Fig. 1: clock wires, drivers and flops
Scale: 2 px per um.
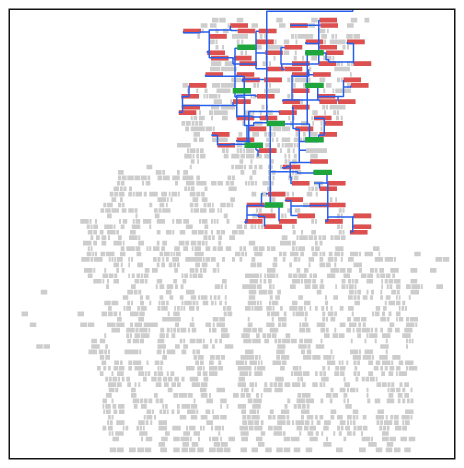
Fig. 2: cell density map
Scale: 1 px per um. The die is cut into 22 by 22 equal tiles; white is low, dark blue is high, 0 to 100% covered.
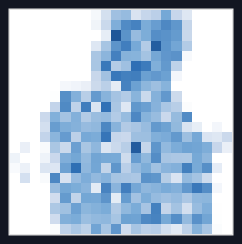
Fig. 3: track usage over the die
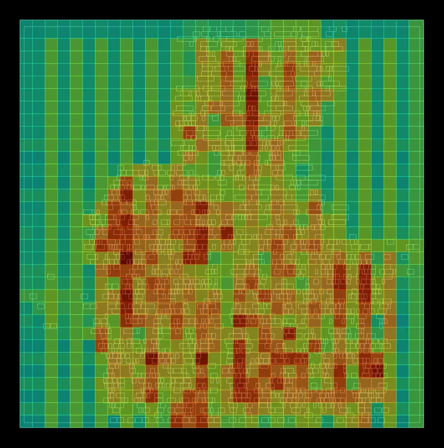
Fig. 4: the metal 4 layer
Scale: 1.5 px per um.
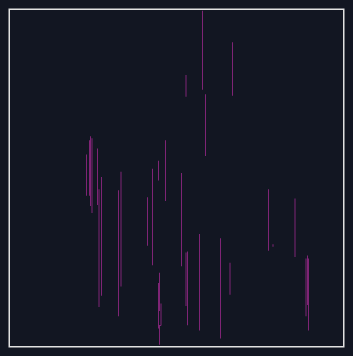
$ cat config.mk
export PLATFORM = sky130hd
export DESIGN_NAME = morse_capture_stream_flat
export DESIGN_NICKNAME = d
export VERILOG_FILES = /design/src/rtl/morse_capture_stream_if.sv /design/src/rtl/morse_capture_stream.sv /design/src/flat_wrapper.sv
export SDC_FILE = /design/constraint.sdc
export NUM_CORES = 1
export LEC_CHECK = 0
export CAP_MARGIN = 20
export CORE_AREA = 2 2 220 222
export DETAILED_ROUTE_END_ITERATION = 12
export DIE_AREA = 0 0 222 224
export PLACE_DENSITY = 0.5
export SYNTH_ARGS = -nofsm -noshare
export SYNTH_HDL_FRONTEND = slang
export SYNTH_SLANG_ARGS = --single-unit
$ cat constraint.sdc
create_clock -name clk -period 9.05 [get_ports clk]
set_clock_uncertainty 0.2 [all_clocks]
set_input_delay 1.3575 -clock clk [delete_from_list [all_inputs] [get_ports clk]]
set_output_delay 1.3575 -clock clk [all_outputs]
set_load 0.005 [all_outputs]
$ cat src/rtl/morse_capture_stream_if.sv
// Output stream of the Morse capture stage: one entry per character or word gap,
// presented first-word-fall-through with a valid/ready handshake.
interface morse_capture_stream_if #(
  parameter int MAX_LEN = 5,
  parameter int LEN_W   = 3
);
  logic               out_valid;
  logic               out_ready;
  logic [LEN_W-1:0]   out_len;
  logic [MAX_LEN-1:0] out_dits_dahs;
  logic               out_error;
  logic               out_word_end;

  modport master (
    output out_valid, out_len, out_dits_dahs, out_error, out_word_end,
    input  out_ready
  );

  modport slave (
    input  out_valid, out_len, out_dits_dahs, out_error, out_word_end,
    output out_ready
  );
endinterface

$ cat src/rtl/morse_capture_stream.sv
// Morse capture: times marks/spaces in ce ticks, classifies dits/dahs, assembles
// characters and word-gap markers into a small FWFT FIFO.
module morse_capture_stream #(
  parameter int CNT_W   = 16,
  parameter int MAX_LEN = 5,
  parameter int LEN_W   = 3,
  parameter int DEPTH   = 4
) (
  input  logic             clk,
  input  logic             rst_n,
  input  logic             ce,
  input  logic             clear,
  input  logic             signal,
  input  logic [CNT_W-1:0] dit_time,
  input  logic [CNT_W-1:0] dah_time,
  input  logic [CNT_W-1:0] char_time,
  input  logic [CNT_W-1:0] word_time,
  input  logic [CNT_W-1:0] tol_time,
  output logic             overflow,
  output logic             busy,
  morse_capture_stream_if.master stream
);

  localparam int PTR_W = $clog2(DEPTH);
  localparam int ENT_W = LEN_W + MAX_LEN + 2;

  typedef enum logic [1:0] {S_IDLE, S_MARK, S_SPACE, S_GAP} state_e;

  function automatic logic [CNT_W:0] abs_diff(input logic [CNT_W-1:0] a,
                                              input logic [CNT_W-1:0] b);
    return (a >= b) ? ({1'b0, a} - {1'b0, b}) : ({1'b0, b} - {1'b0, a});
  endfunction

  function automatic logic [CNT_W-1:0] sat_inc(input logic [CNT_W-1:0] a);
    return (&a) ? a : a + CNT_W'(1);
  endfunction

  function automatic logic [CNT_W:0] sat_sub(input logic [CNT_W-1:0] a,
                                             input logic [CNT_W-1:0] b);
    return (a > b) ? ({1'b0, a} - {1'b0, b}) : '0;
  endfunction

  state_e             state_q, state_d;
  logic [CNT_W-1:0]   cnt_q, cnt_d;
  logic [LEN_W-1:0]   len_q, len_d;
  logic [MAX_LEN-1:0] dd_q, dd_d;
  logic               err_q, err_d;

  logic [ENT_W-1:0]   mem_q [DEPTH];
  logic [PTR_W-1:0]   wr_q, wr_d, rd_q, rd_d;
  logic [PTR_W:0]     fcnt_q, fcnt_d;
  logic               ovf_q, ovf_d;

  logic [CNT_W:0]     char_raw, char_thr, word_raw, word_thr;
  logic [CNT_W-1:0]   cnt_inc;
  logic               is_dit, is_dah;
  logic               push, push_acc, pop;
  logic [ENT_W-1:0]   push_ent;

  // Thresholds are widened by one bit so char_thr+1 and the compares never wrap.
  always_comb begin
    char_raw = sat_sub(char_time, tol_time);
    char_thr = (char_raw < (CNT_W+1)'(2)) ? (CNT_W+1)'(2) : char_raw;
    word_raw = sat_sub(word_time, tol_time);
    word_thr = (word_raw > char_thr) ? word_raw : char_thr + (CNT_W+1)'(1);
  end

  assign cnt_inc = sat_inc(cnt_q);
  assign is_dit  = abs_diff(cnt_q, dit_time) <= {1'b0, tol_time};
  assign is_dah  = !is_dit && (abs_diff(cnt_q, dah_time) <= {1'b0, tol_time});

  always_comb begin
    state_d  = state_q;
    cnt_d    = cnt_q;
    len_d    = len_q;
    dd_d     = dd_q;
    err_d    = err_q;
    push     = 1'b0;
    push_ent = '0;
    if (ce) begin
      case (state_q)
        S_IDLE: if (signal) begin
          state_d = S_MARK;
          cnt_d   = CNT_W'(1);
          len_d   = '0;
          dd_d    = '0;
          err_d   = 1'b0;
        end
        S_MARK: if (signal) begin
          cnt_d = cnt_inc;
        end else begin
          state_d = S_SPACE;
          cnt_d   = CNT_W'(1);
          if (len_q < LEN_W'(MAX_LEN)) begin
            for (int i = 0; i < MAX_LEN; i++)
              if (len_q == LEN_W'(i)) dd_d[i] = is_dah;
            len_d = len_q + LEN_W'(1);
            err_d = err_q | (!is_dit && !is_dah);
          end else begin
            err_d = 1'b1;
          end
        end
        S_SPACE: if (signal) begin
          state_d = S_MARK;
          cnt_d   = CNT_W'(1);
        end else begin
          cnt_d = cnt_inc;
          if ({1'b0, cnt_inc} == char_thr) begin
            push     = 1'b1;
            push_ent = {len_q, dd_q, err_q, 1'b0};
            state_d  = S_GAP;
          end
        end
        S_GAP: if (signal) begin
          state_d = S_MARK;
          cnt_d   = CNT_W'(1);
          len_d   = '0;
          dd_d    = '0;
          err_d   = 1'b0;
        end else begin
          cnt_d = cnt_inc;
          if ({1'b0, cnt_inc} == word_thr) begin
            push     = 1'b1;
            push_ent = {LEN_W'(0), MAX_LEN'(0), 1'b0, 1'b1};
            state_d  = S_IDLE;
          end
        end
        default: state_d = S_IDLE;
      endcase
    end
    if (clear) begin
      state_d = S_IDLE;
      push    = 1'b0;
    end
  end

  always_ff @(posedge clk or negedge rst_n) begin
    if (!rst_n) begin
      state_q <= S_IDLE;
      cnt_q   <= '0;
      len_q   <= '0;
      dd_q    <= '0;
      err_q   <= 1'b0;
    end else begin
      state_q <= state_d;
      cnt_q   <= cnt_d;
      len_q   <= len_d;
      dd_q    <= dd_d;
      err_q   <= err_d;
    end
  end

  // A push into a full FIFO still fits when the head leaves on the same edge.
  assign pop      = stream.out_valid && stream.out_ready;
  assign push_acc = push && ((fcnt_q < (PTR_W+1)'(DEPTH)) || pop);

  always_comb begin
    wr_d   = wr_q;
    rd_d   = rd_q;
    fcnt_d = fcnt_q;
    ovf_d  = ovf_q;
    if (clear) begin
      wr_d   = '0;
      rd_d   = '0;
      fcnt_d = '0;
      ovf_d  = 1'b0;
    end else begin
      if (push_acc) wr_d = wr_q + PTR_W'(1);
      if (pop)      rd_d = rd_q + PTR_W'(1);
      if (push && !push_acc) ovf_d = 1'b1;
      case ({push_acc, pop})
        2'b10:   fcnt_d = fcnt_q + (PTR_W+1)'(1);
        2'b01:   fcnt_d = fcnt_q - (PTR_W+1)'(1);
        default: fcnt_d = fcnt_q;
      endcase
    end
  end

  always_ff @(posedge clk or negedge rst_n) begin
    if (!rst_n) begin
      for (int i = 0; i < DEPTH; i++) mem_q[i] <= '0;
      wr_q   <= '0;
      rd_q   <= '0;
      fcnt_q <= '0;
      ovf_q  <= 1'b0;
    end else begin
      if (push_acc && !clear) mem_q[wr_q] <= push_ent;
      wr_q   <= wr_d;
      rd_q   <= rd_d;
      fcnt_q <= fcnt_d;
      ovf_q  <= ovf_d;
    end
  end

  assign stream.out_valid     = (fcnt_q != '0);
  assign stream.out_len       = mem_q[rd_q][ENT_W-1 -: LEN_W];
  assign stream.out_dits_dahs = mem_q[rd_q][MAX_LEN+1:2];
  assign stream.out_error     = mem_q[rd_q][1];
  assign stream.out_word_end  = mem_q[rd_q][0];
  assign overflow             = ovf_q;
  assign busy                 = (state_q != S_IDLE);

endmodule
$ cat src/flat_wrapper.sv
// flat-port wrapper written by rule: the top's interface ports become plain ports
module morse_capture_stream_flat 
#(
  parameter int CNT_W   = 16,
  parameter int MAX_LEN = 5,
  parameter int LEN_W   = 3,
  parameter int DEPTH   = 4
)
  (clk, rst_n, ce, clear, signal, dit_time, dah_time, char_time, word_time, tol_time, overflow, busy, stream_out_valid, stream_out_len, stream_out_dits_dahs, stream_out_error, stream_out_word_end, stream_out_ready);
  morse_capture_stream_if #(.MAX_LEN(MAX_LEN), .LEN_W(LEN_W)) stream_i ();
  input  logic clk;
  input  logic rst_n;
  input  logic ce;
  input  logic clear;
  input  logic signal;
  input  logic [CNT_W-1:0] dit_time;
  input  logic [CNT_W-1:0] dah_time;
  input  logic [CNT_W-1:0] char_time;
  input  logic [CNT_W-1:0] word_time;
  input  logic [CNT_W-1:0] tol_time;
  output logic overflow;
  output logic busy;
  output wire logic [$bits(stream_i.out_valid)-1:0] stream_out_valid;
  output wire logic [$bits(stream_i.out_len)-1:0] stream_out_len;
  output wire logic [$bits(stream_i.out_dits_dahs)-1:0] stream_out_dits_dahs;
  output wire logic [$bits(stream_i.out_error)-1:0] stream_out_error;
  output wire logic [$bits(stream_i.out_word_end)-1:0] stream_out_word_end;
  input wire logic [$bits(stream_i.out_ready)-1:0] stream_out_ready;
  assign stream_out_valid = stream_i.out_valid;
  assign stream_out_len = stream_i.out_len;
  assign stream_out_dits_dahs = stream_i.out_dits_dahs;
  assign stream_out_error = stream_i.out_error;
  assign stream_out_word_end = stream_i.out_word_end;
  assign stream_i.out_ready = stream_out_ready;
  morse_capture_stream #(.CNT_W(CNT_W), .MAX_LEN(MAX_LEN), .LEN_W(LEN_W), .DEPTH(DEPTH)) u_core (.clk(clk), .rst_n(rst_n), .ce(ce), .clear(clear), .signal(signal), .dit_time(dit_time), .dah_time(dah_time), .char_time(char_time), .word_time(word_time), .tol_time(tol_time), .overflow(overflow), .busy(busy), .stream(stream_i));
endmodule
==> flow_metrics.env <==
# yosys + openroad results
export IMPL_outcome="complete, no violations"
export IMPL_n_antenna_cell=1
export IMPL_met2_length_mm=20.36
export IMPL_crit_fanout=4
export IMPL_globalRouteOverflowTotal=0
export IMPL_fin_crit_sh=0.9454
export IMPL_flops=75
export IMPL_critPathSlowestCell="or4_1"
export IMPL_first_pass_iters=5
export IMPL_top_cell="ha_1"
export IMPL_clockRootBuffer="clkbuf_16"
export IMPL_yosys_warnings=0
export IMPL_p_sw_frac=0.4160
export IMPL_power_net_switching_uw=640.1
export IMPL_power_leakage_nw=5.981
export IMPL_inv_count=112
export IMPL_end_kind="register"
export IMPL_antenna_found_initial=1
export IMPL_dpl_hpwl_mm=34.77
export IMPL_p_seq_frac=0.231
export IMPL_edf_count=0
export IMPL_grt_pass1_vias=11250
export IMPL_crit_arrival_ns=8.61
export IMPL_critical_path_max_stage_delay_ns=0.52
export IMPL_fp_nets=1750
export IMPL_postCtsHoldBufs=0
export IMPL_cpLargestDelayFamily="simple AND/OR/NAND/NOR gates"
export IMPL_cts_path_max_buffers=2
export IMPL_viasPerCell=5.217
export IMPL_place_area_um2=13490
export IMPL_p_comb_frac=0.539
export IMPL_reg_top3="u_core.mem_q (40), u_core.cnt_q (16), u_core.dd_q (5)"
export IMPL_top_cell_area_share=0.1702
export IMPL_synth_main_ff_cell="dfrtp_1"
export IMPL_clockPowerShare=0.230
export IMPL_common_cells="160 x ha_1, 155 x nand2_1, 123 x a21oi_1"
export IMPL_gp_congestion=0.9295
export IMPL_r2r_start="u_core.cnt_q[1]"
export IMPL_syn_area_um2=11760
export IMPL_path_class="primary input to register"
export IMPL_sh_seq_area=0.1361
export IMPL_largest_reg_flops=40
export IMPL_post_cts_setup_buffer_count=0
Notes on Fig. 1 above:
red -> flip-flops  # count 75
blue -> clock wires  # length 1040 um
green -> clock drivers  # count 9
routed clock nets = 10

Notes on Fig. 2 above:
nearly empty tiles = 36%
fullest tile = 85%
mean over tiles = 26%
emptiest ninth of the die = top left
tiles over 75% full = 0.60%
core area: 47350 um2
Finished Core Util: 0.2912

Notes on Fig. 3 above:
GRT Overall Usage: 0.1675
met2 Use GR: 0.2932

Notes on Fig. 4 above:
nets with wire on the layer = 29
main direction = vertical
vias: 11480
DRT Wirelength: 42.35 mm

-- power groups by stage --
| stage | clock network, mW | registers, mW | logic [mW] |
|---|---|---|---|
| 2_1_floorplan | 0 | 0.357 | 0.550 |
| 3_3_place_gp | 0 | 0.361 | 0.812 |
| 3_5_place_dp | 0 | 0.361 | 0.815 |
| 4_1_cts | 0.362 | 0.355 | 0.821 |
| 5_1_grt | 0.376 | 0.356 | 0.916 |
| 6_report | 0.354 | 0.355 | 0.830 |
-- placed cells by master, fill, tap and decap left out, types with 7 or more instances in the layout --
master | synthesis | routed
ha_1 | 160 | 160
nand2_1 | 155 | 155
a21oi_1 | 123 | 123
inv_1 | 112 | 112
clkdlybuf4s50_1 | 0 | 97
nor2_1 | 88 | 88
o21ai_0 | 77 | 76
dfrtp_1 | 75 | 75
xnor2_1 | 57 | 57
a21o_1 | 48 | 48
nand4_1 | 33 | 33
buf_4 | 0 | 32
o21ai_1 | 30 | 31
o21bai_1 | 29 | 29
nor3_1 | 27 | 27
nand3_1 | 27 | 27
mux2i_1 | 22 | 22
nor2b_1 | 22 | 21
xor2_1 | 21 | 21
a211oi_1 | 20 | 20
o21a_1 | 19 | 19
o211ai_1 | 19 | 19
and2_1 | 18 | 18
and3_1 | 18 | 18
or3_1 | 13 | 13
nor4_1 | 13 | 13
o21ai_2 | 13 | 13
a31oi_1 | 12 | 12
mux2_2 | 11 | 11
nand2b_1 | 11 | 11
mux4_2 | 10 | 10
o31ai_1 | 9 | 9
clkbuf_16 | 0 | 9
and4_1 | 7 | 7
o2111ai_1 | 7 | 7
fa_1 | 7 | 7
-- cell families after synthesis --
family,count (synthesis),synth area share
simple gates,472,0.2100
fa+ha+maj,167,0.1821
buf+inv,169,0.05903
mux,49,0.05669
xor+xnor,79,0.05946
flops,75,0.1595
compound gates,486,0.2732
Power is estimated from default activity; no workload was simulated.
